### The metal 1 layer

Bar = 50 um.
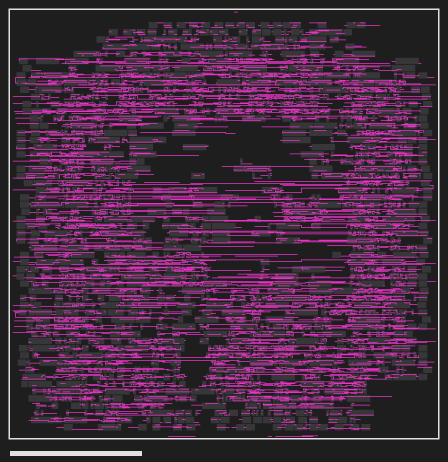
### Congestion heat map

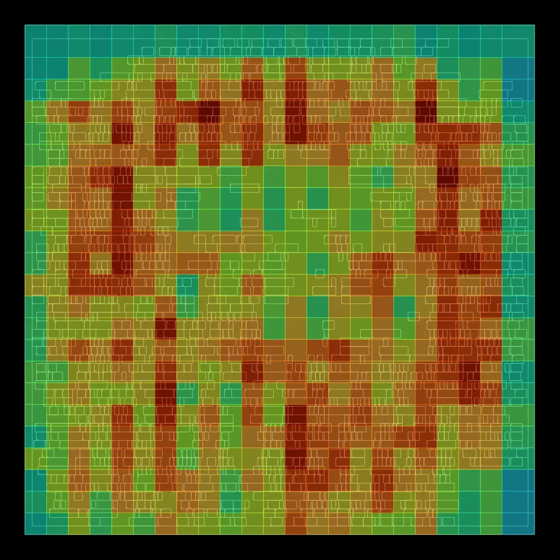
### Metal layers overlaid

Bar = 50 um. Only two layers are drawn.
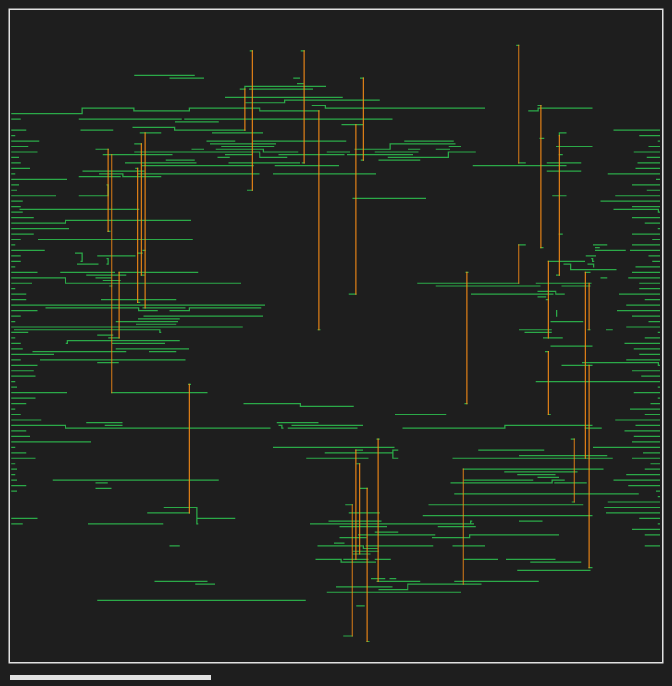
### Layout detail

Bar = 5 um. Region (112, 112) to (132, 132) um. Cells in grey, sequential cells in the stronger grey; small squares are vias.
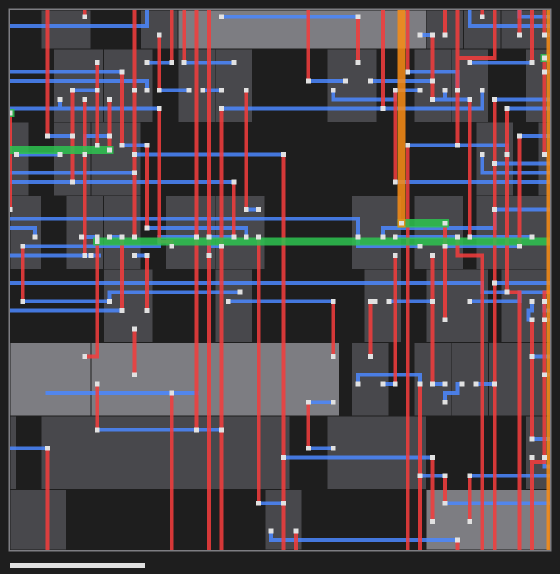
### Wiring heat map

The die is cut into 32 by 32 equal tiles; white is low, dark blue is high, scaled to the fullest tile. Values are wire area over tile area, all layers added.
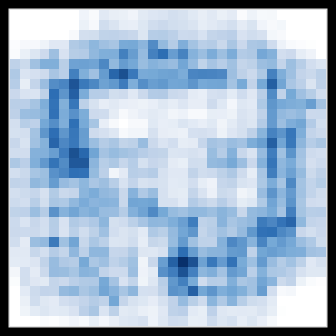
## config.mk

```make
export PLATFORM = sky130hd
export DESIGN_NAME = operand_forward
export DESIGN_NICKNAME = d
export VERILOG_FILES = /design/src/rtl/operand_forward.sv
export SDC_FILE = /design/constraint.sdc
export NUM_CORES = 1
export LEC_CHECK = 0
export ABC_AREA = 1
export CAP_MARGIN = 20
export CORE_MARGIN = 2
export CORE_UTILIZATION = 38
export DETAILED_ROUTE_END_ITERATION = 8
export PLACE_DENSITY = 0.76
export SYNTH_ARGS = -nofsm -noshare
export SYNTH_HDL_FRONTEND = slang
export SYNTH_SLANG_ARGS = --single-unit
```

## constraint.sdc

```tcl
create_clock -name clk -period 2 [get_ports clk]
set_input_delay 0.4 -clock clk [delete_from_list [all_inputs] [get_ports clk]]
set_output_delay 0.4 -clock clk [all_outputs]
set_load 0.02 [all_outputs]
```

## src/rtl/operand_forward.sv

```systemverilog
// operand_forward: EX-entry operand bypass with EX/MEM/WB destination tracking
module operand_forward #(
  parameter int WIDTH = 32,
  parameter int REG_BITS = 5
) (
  input  logic                clk,
  input  logic                rst_n,
  input  logic                stall,
  input  logic                flush,
  input  logic                id_valid,
  input  logic [REG_BITS-1:0] id_rs,
  input  logic [REG_BITS-1:0] id_rt,
  input  logic [REG_BITS-1:0] id_rd,
  input  logic                id_register_write,
  input  logic                id_is_load,
  input  logic [WIDTH-1:0]    register_1,
  input  logic [WIDTH-1:0]    register_2,
  input  logic [WIDTH-1:0]    ex_result,
  input  logic [WIDTH-1:0]    mem_result,
  output logic                forwarding_rs,
  output logic                forwarding_rt,
  output logic                load_use_stall,
  output logic [WIDTH-1:0]    operand_a,
  output logic [WIDTH-1:0]    operand_b,
  output logic                ex_valid,
  output logic [REG_BITS-1:0] ex_rd,
  output logic                ex_register_write,
  output logic [REG_BITS-1:0] rd_wb,
  output logic [WIDTH-1:0]    result
);
  logic                ex_v_q, ex_wr_q, ex_ld_q, ex_v_d, ex_wr_d, ex_ld_d;
  logic [REG_BITS-1:0] ex_rd_q, ex_rd_d;
  logic                mem_v_q, mem_wr_q, mem_ld_q, mem_v_d, mem_wr_d, mem_ld_d;
  logic [REG_BITS-1:0] mem_rd_q, mem_rd_d;
  logic [WIDTH-1:0]    mem_data_q, mem_data_d;
  logic                wb_v_q, wb_wr_q, wb_v_d, wb_wr_d;
  logic [REG_BITS-1:0] wb_rd_q, wb_rd_d;
  logic [WIDTH-1:0]    wb_data_q, wb_data_d;
  logic [WIDTH-1:0]    opa_q, opb_q, opa_d, opb_d;
  logic [REG_BITS-1:0] src [2];
  logic [WIDTH-1:0]    rf [2];
  logic [WIDTH-1:0]    val [2];
  logic [1:0]          exh, memh, wbh, dep, fwd;
  logic [WIDTH-1:0]    mem_fwd;
  logic                take;

  assign src[0] = id_rs;
  assign src[1] = id_rt;
  assign rf[0] = register_1;
  assign rf[1] = register_2;
  assign mem_fwd = mem_ld_q ? mem_result : mem_data_q;

  for (genvar i = 0; i < 2; i++) begin : g_src
    assign exh[i]  = src[i] != '0 && ex_v_q && ex_wr_q && ex_rd_q == src[i];
    assign memh[i] = src[i] != '0 && mem_v_q && mem_wr_q && mem_rd_q == src[i];
    assign wbh[i]  = src[i] != '0 && wb_v_q && wb_wr_q && wb_rd_q == src[i];
    assign dep[i]  = exh[i] && ex_ld_q;
    assign fwd[i]  = id_valid && !dep[i] && (exh[i] || memh[i] || wbh[i]);
    assign val[i]  = src[i] == '0 ? '0 : exh[i] ? ex_result : memh[i] ? mem_fwd :
                     wbh[i] ? wb_data_q : rf[i];
  end

  assign forwarding_rs = fwd[0];
  assign forwarding_rt = fwd[1];
  assign load_use_stall = id_valid && |dep;
  assign take = id_valid && !flush && !load_use_stall;

  // Next state: slots shift unless stalled; EX takes the ID entry or a bubble
  always_comb begin
    ex_v_d = ex_v_q;
    ex_rd_d = ex_rd_q;
    ex_wr_d = ex_wr_q;
    ex_ld_d = ex_ld_q;
    mem_v_d = mem_v_q;
    mem_rd_d = mem_rd_q;
    mem_wr_d = mem_wr_q;
    mem_ld_d = mem_ld_q;
    mem_data_d = mem_data_q;
    wb_v_d = wb_v_q;
    wb_rd_d = wb_rd_q;
    wb_wr_d = wb_wr_q;
    wb_data_d = wb_data_q;
    opa_d = opa_q;
    opb_d = opb_q;
    if (!stall) begin
      wb_v_d = mem_v_q;
      wb_rd_d = mem_rd_q;
      wb_wr_d = mem_wr_q;
      wb_data_d = mem_fwd;
      mem_v_d = ex_v_q;
      mem_rd_d = ex_rd_q;
      mem_wr_d = ex_wr_q;
      mem_ld_d = ex_ld_q;
      mem_data_d = ex_result;
    end
    if (!stall || flush) begin
      ex_v_d = take;
      ex_rd_d = take ? id_rd : '0;
      ex_wr_d = take && id_register_write;
      ex_ld_d = take && id_is_load;
      opa_d = take ? val[0] : '0;
      opb_d = take ? val[1] : '0;
    end
  end

  // Slot and operand registers, cleared immediately on reset
  always_ff @(posedge clk or negedge rst_n) begin
    if (!rst_n) begin
      ex_v_q <= 1'b0;
      ex_rd_q <= '0;
      ex_wr_q <= 1'b0;
      ex_ld_q <= 1'b0;
      mem_v_q <= 1'b0;
      mem_rd_q <= '0;
      mem_wr_q <= 1'b0;
      mem_ld_q <= 1'b0;
      mem_data_q <= '0;
      wb_v_q <= 1'b0;
      wb_rd_q <= '0;
      wb_wr_q <= 1'b0;
      wb_data_q <= '0;
      opa_q <= '0;
      opb_q <= '0;
    end else begin
      ex_v_q <= ex_v_d;
      ex_rd_q <= ex_rd_d;
      ex_wr_q <= ex_wr_d;
      ex_ld_q <= ex_ld_d;
      mem_v_q <= mem_v_d;
      mem_rd_q <= mem_rd_d;
      mem_wr_q <= mem_wr_d;
      mem_ld_q <= mem_ld_d;
      mem_data_q <= mem_data_d;
      wb_v_q <= wb_v_d;
      wb_rd_q <= wb_rd_d;
      wb_wr_q <= wb_wr_d;
      wb_data_q <= wb_data_d;
      opa_q <= opa_d;
      opb_q <= opb_d;
    end
  end

  assign operand_a = opa_q;
  assign operand_b = opb_q;
  assign ex_valid = ex_v_q;
  assign ex_rd = ex_rd_q;
  assign ex_register_write = ex_wr_q;
  assign rd_wb = wb_v_q && wb_wr_q ? wb_rd_q : '0;
  assign result = wb_data_q;
endmodule

```

==> results.json <==
{
  "die_area_mm2": 0.0263,
  "fin_crit_sh": 1.09,
  "place_inst": 2032,
  "clk_share": 0.0422,
  "setup_viol": 66,
  "r2r-start": "mem_wr_q$_DFFE_PN0N_",
  "syn-num-nets": 1593,
  "period_minus_slack_ps": 2180,
  "max_stage_delay_ps": 410,
  "drive_above_1_share": 0.165,
  "clock_net_power_w": 0.00346,
  "rsz0062_at_grt": "true",
  "reg2reg_setup_slack_ps": -130,
  "mux_share": 0.0379,
  "cp_data_arrival_time_ps": 1780,
  "violations": "negative setup slack",
  "comb_area_mm2": 0.00486,
  "port_buffers": 260,
  "m1WireLength_um": 15900,
  "total_power_w": 0.00890,
  "cts_root_buf": "clkbuf_16",
  "leakagePower_nw": 7.40,
  "antenna_cells": 1,
  "core_region_area_mm2": 0.0245,
  "nWellTaps": 324,
  "grt_pass1_vias": 11000,
  "comb_power_w": 0.00203,
  "critPathSlowestCell": "dfrtp_1",
  "grt_use_met2": 0.474,
  "place_congestion": 0.854,
  "fp.dieH_um": 162,
  "warnings": 28,
  "crit_path_frequent_cell": "nand2_2",
  "worst-setup-path-type": "register to primary output",
  "postSynthSeqShare": 0.398,
  "cts_buffers": 17,
  "seq_area_mm2": 0.00378,
  "worst-path-buf-inv": 3,
  "aoi_share": 0.0507,
  "run_status": "finished, violations left",
  "reg2reg_to": "operand_b[11]$_DFFE_PN0P_",
  "antenna_found_initial": 1,
  "top_cell_area_share": 0.398,
  "grt_max_degree": 65,
  "met3_length_um": 3790,
  "n_all_buffers": 383,
  "setup_slack_ps": -176,
  "maxCapViolCount": 0,
  "dp_hpwl_um": 24400,
  "fp_util": 0.388
}
-- 'The metal 1 layer' (at the start) --
wire length on this layer: 15,900 um
main direction: horizontal
drt total wl: 38,400 um
vias after detailed routing: 10,800
met1 usage: 0.391

-- 'Congestion heat map' (at the start) --
grt peak-use layer: met2
post-DR wirelength/cell: 18.3 um
grt met3 use: 0.0623

-- 'Metal layers overlaid' (at the start) --
legend:
  met4:
    colour: orange
    wire_length: 911 um
  met3:
    colour: green
    wire_length: 3,790 um

-- 'Layout detail' (at the start) --
legend:
  met3:
    colour: green
  met2:
    colour: red
  met4:
    colour: orange
  met1:
    colour: blue
netlist names of flops here include: `mem_data_q` (1), `result` (1)
cells with their middle in the window: 38
most frequent: nand2_1 (12), nand3_1 (9), inv_1 (6)
sequential cells in the window: 2

-- 'Wiring heat map' (at the start) --
mean over tiles: 0.24
tiles over half the peak: 17%
densest ninth of the die: west
nearly empty tiles: 6.3%
fullest tile: 0.79
gr usage total: 0.292

-- synth_stat cells, types with 2 or more instances --
master and instances:
nand3_1 264, inv_1 226, buf_2 47, o22ai_1 7, buf_4 6, a31oi_1 2, nand2_1 552, a21oi_1 7
o21ai_0 78, nor2_2 6, dfrtp_1 151, buf_1 3, nor2_1 12, inv_2 11, clkbuf_1 26, nand3_2 2
xnor2_1 4, nor2_4 4, mux2_2 32
-- what timing repair did --
action / CTS / global route
setup buffers: 29 / 10
hold buffers: 1 / 0
endpoints found under the setup margin: 72 / 69
hold endpoints to repair: 24 / 0
pin swaps: 44 / 36
gates resized: 80 / 52
cloned: 3 / 2
-- sequential cells by signal, indices dropped and copies added, names as in the netlist, 5 cells and up --
name        count
ex_rd           5
mem_data_q     32
mem_rd_q        5
operand_a      32
operand_b      32
result         32
wb_rd_q         5
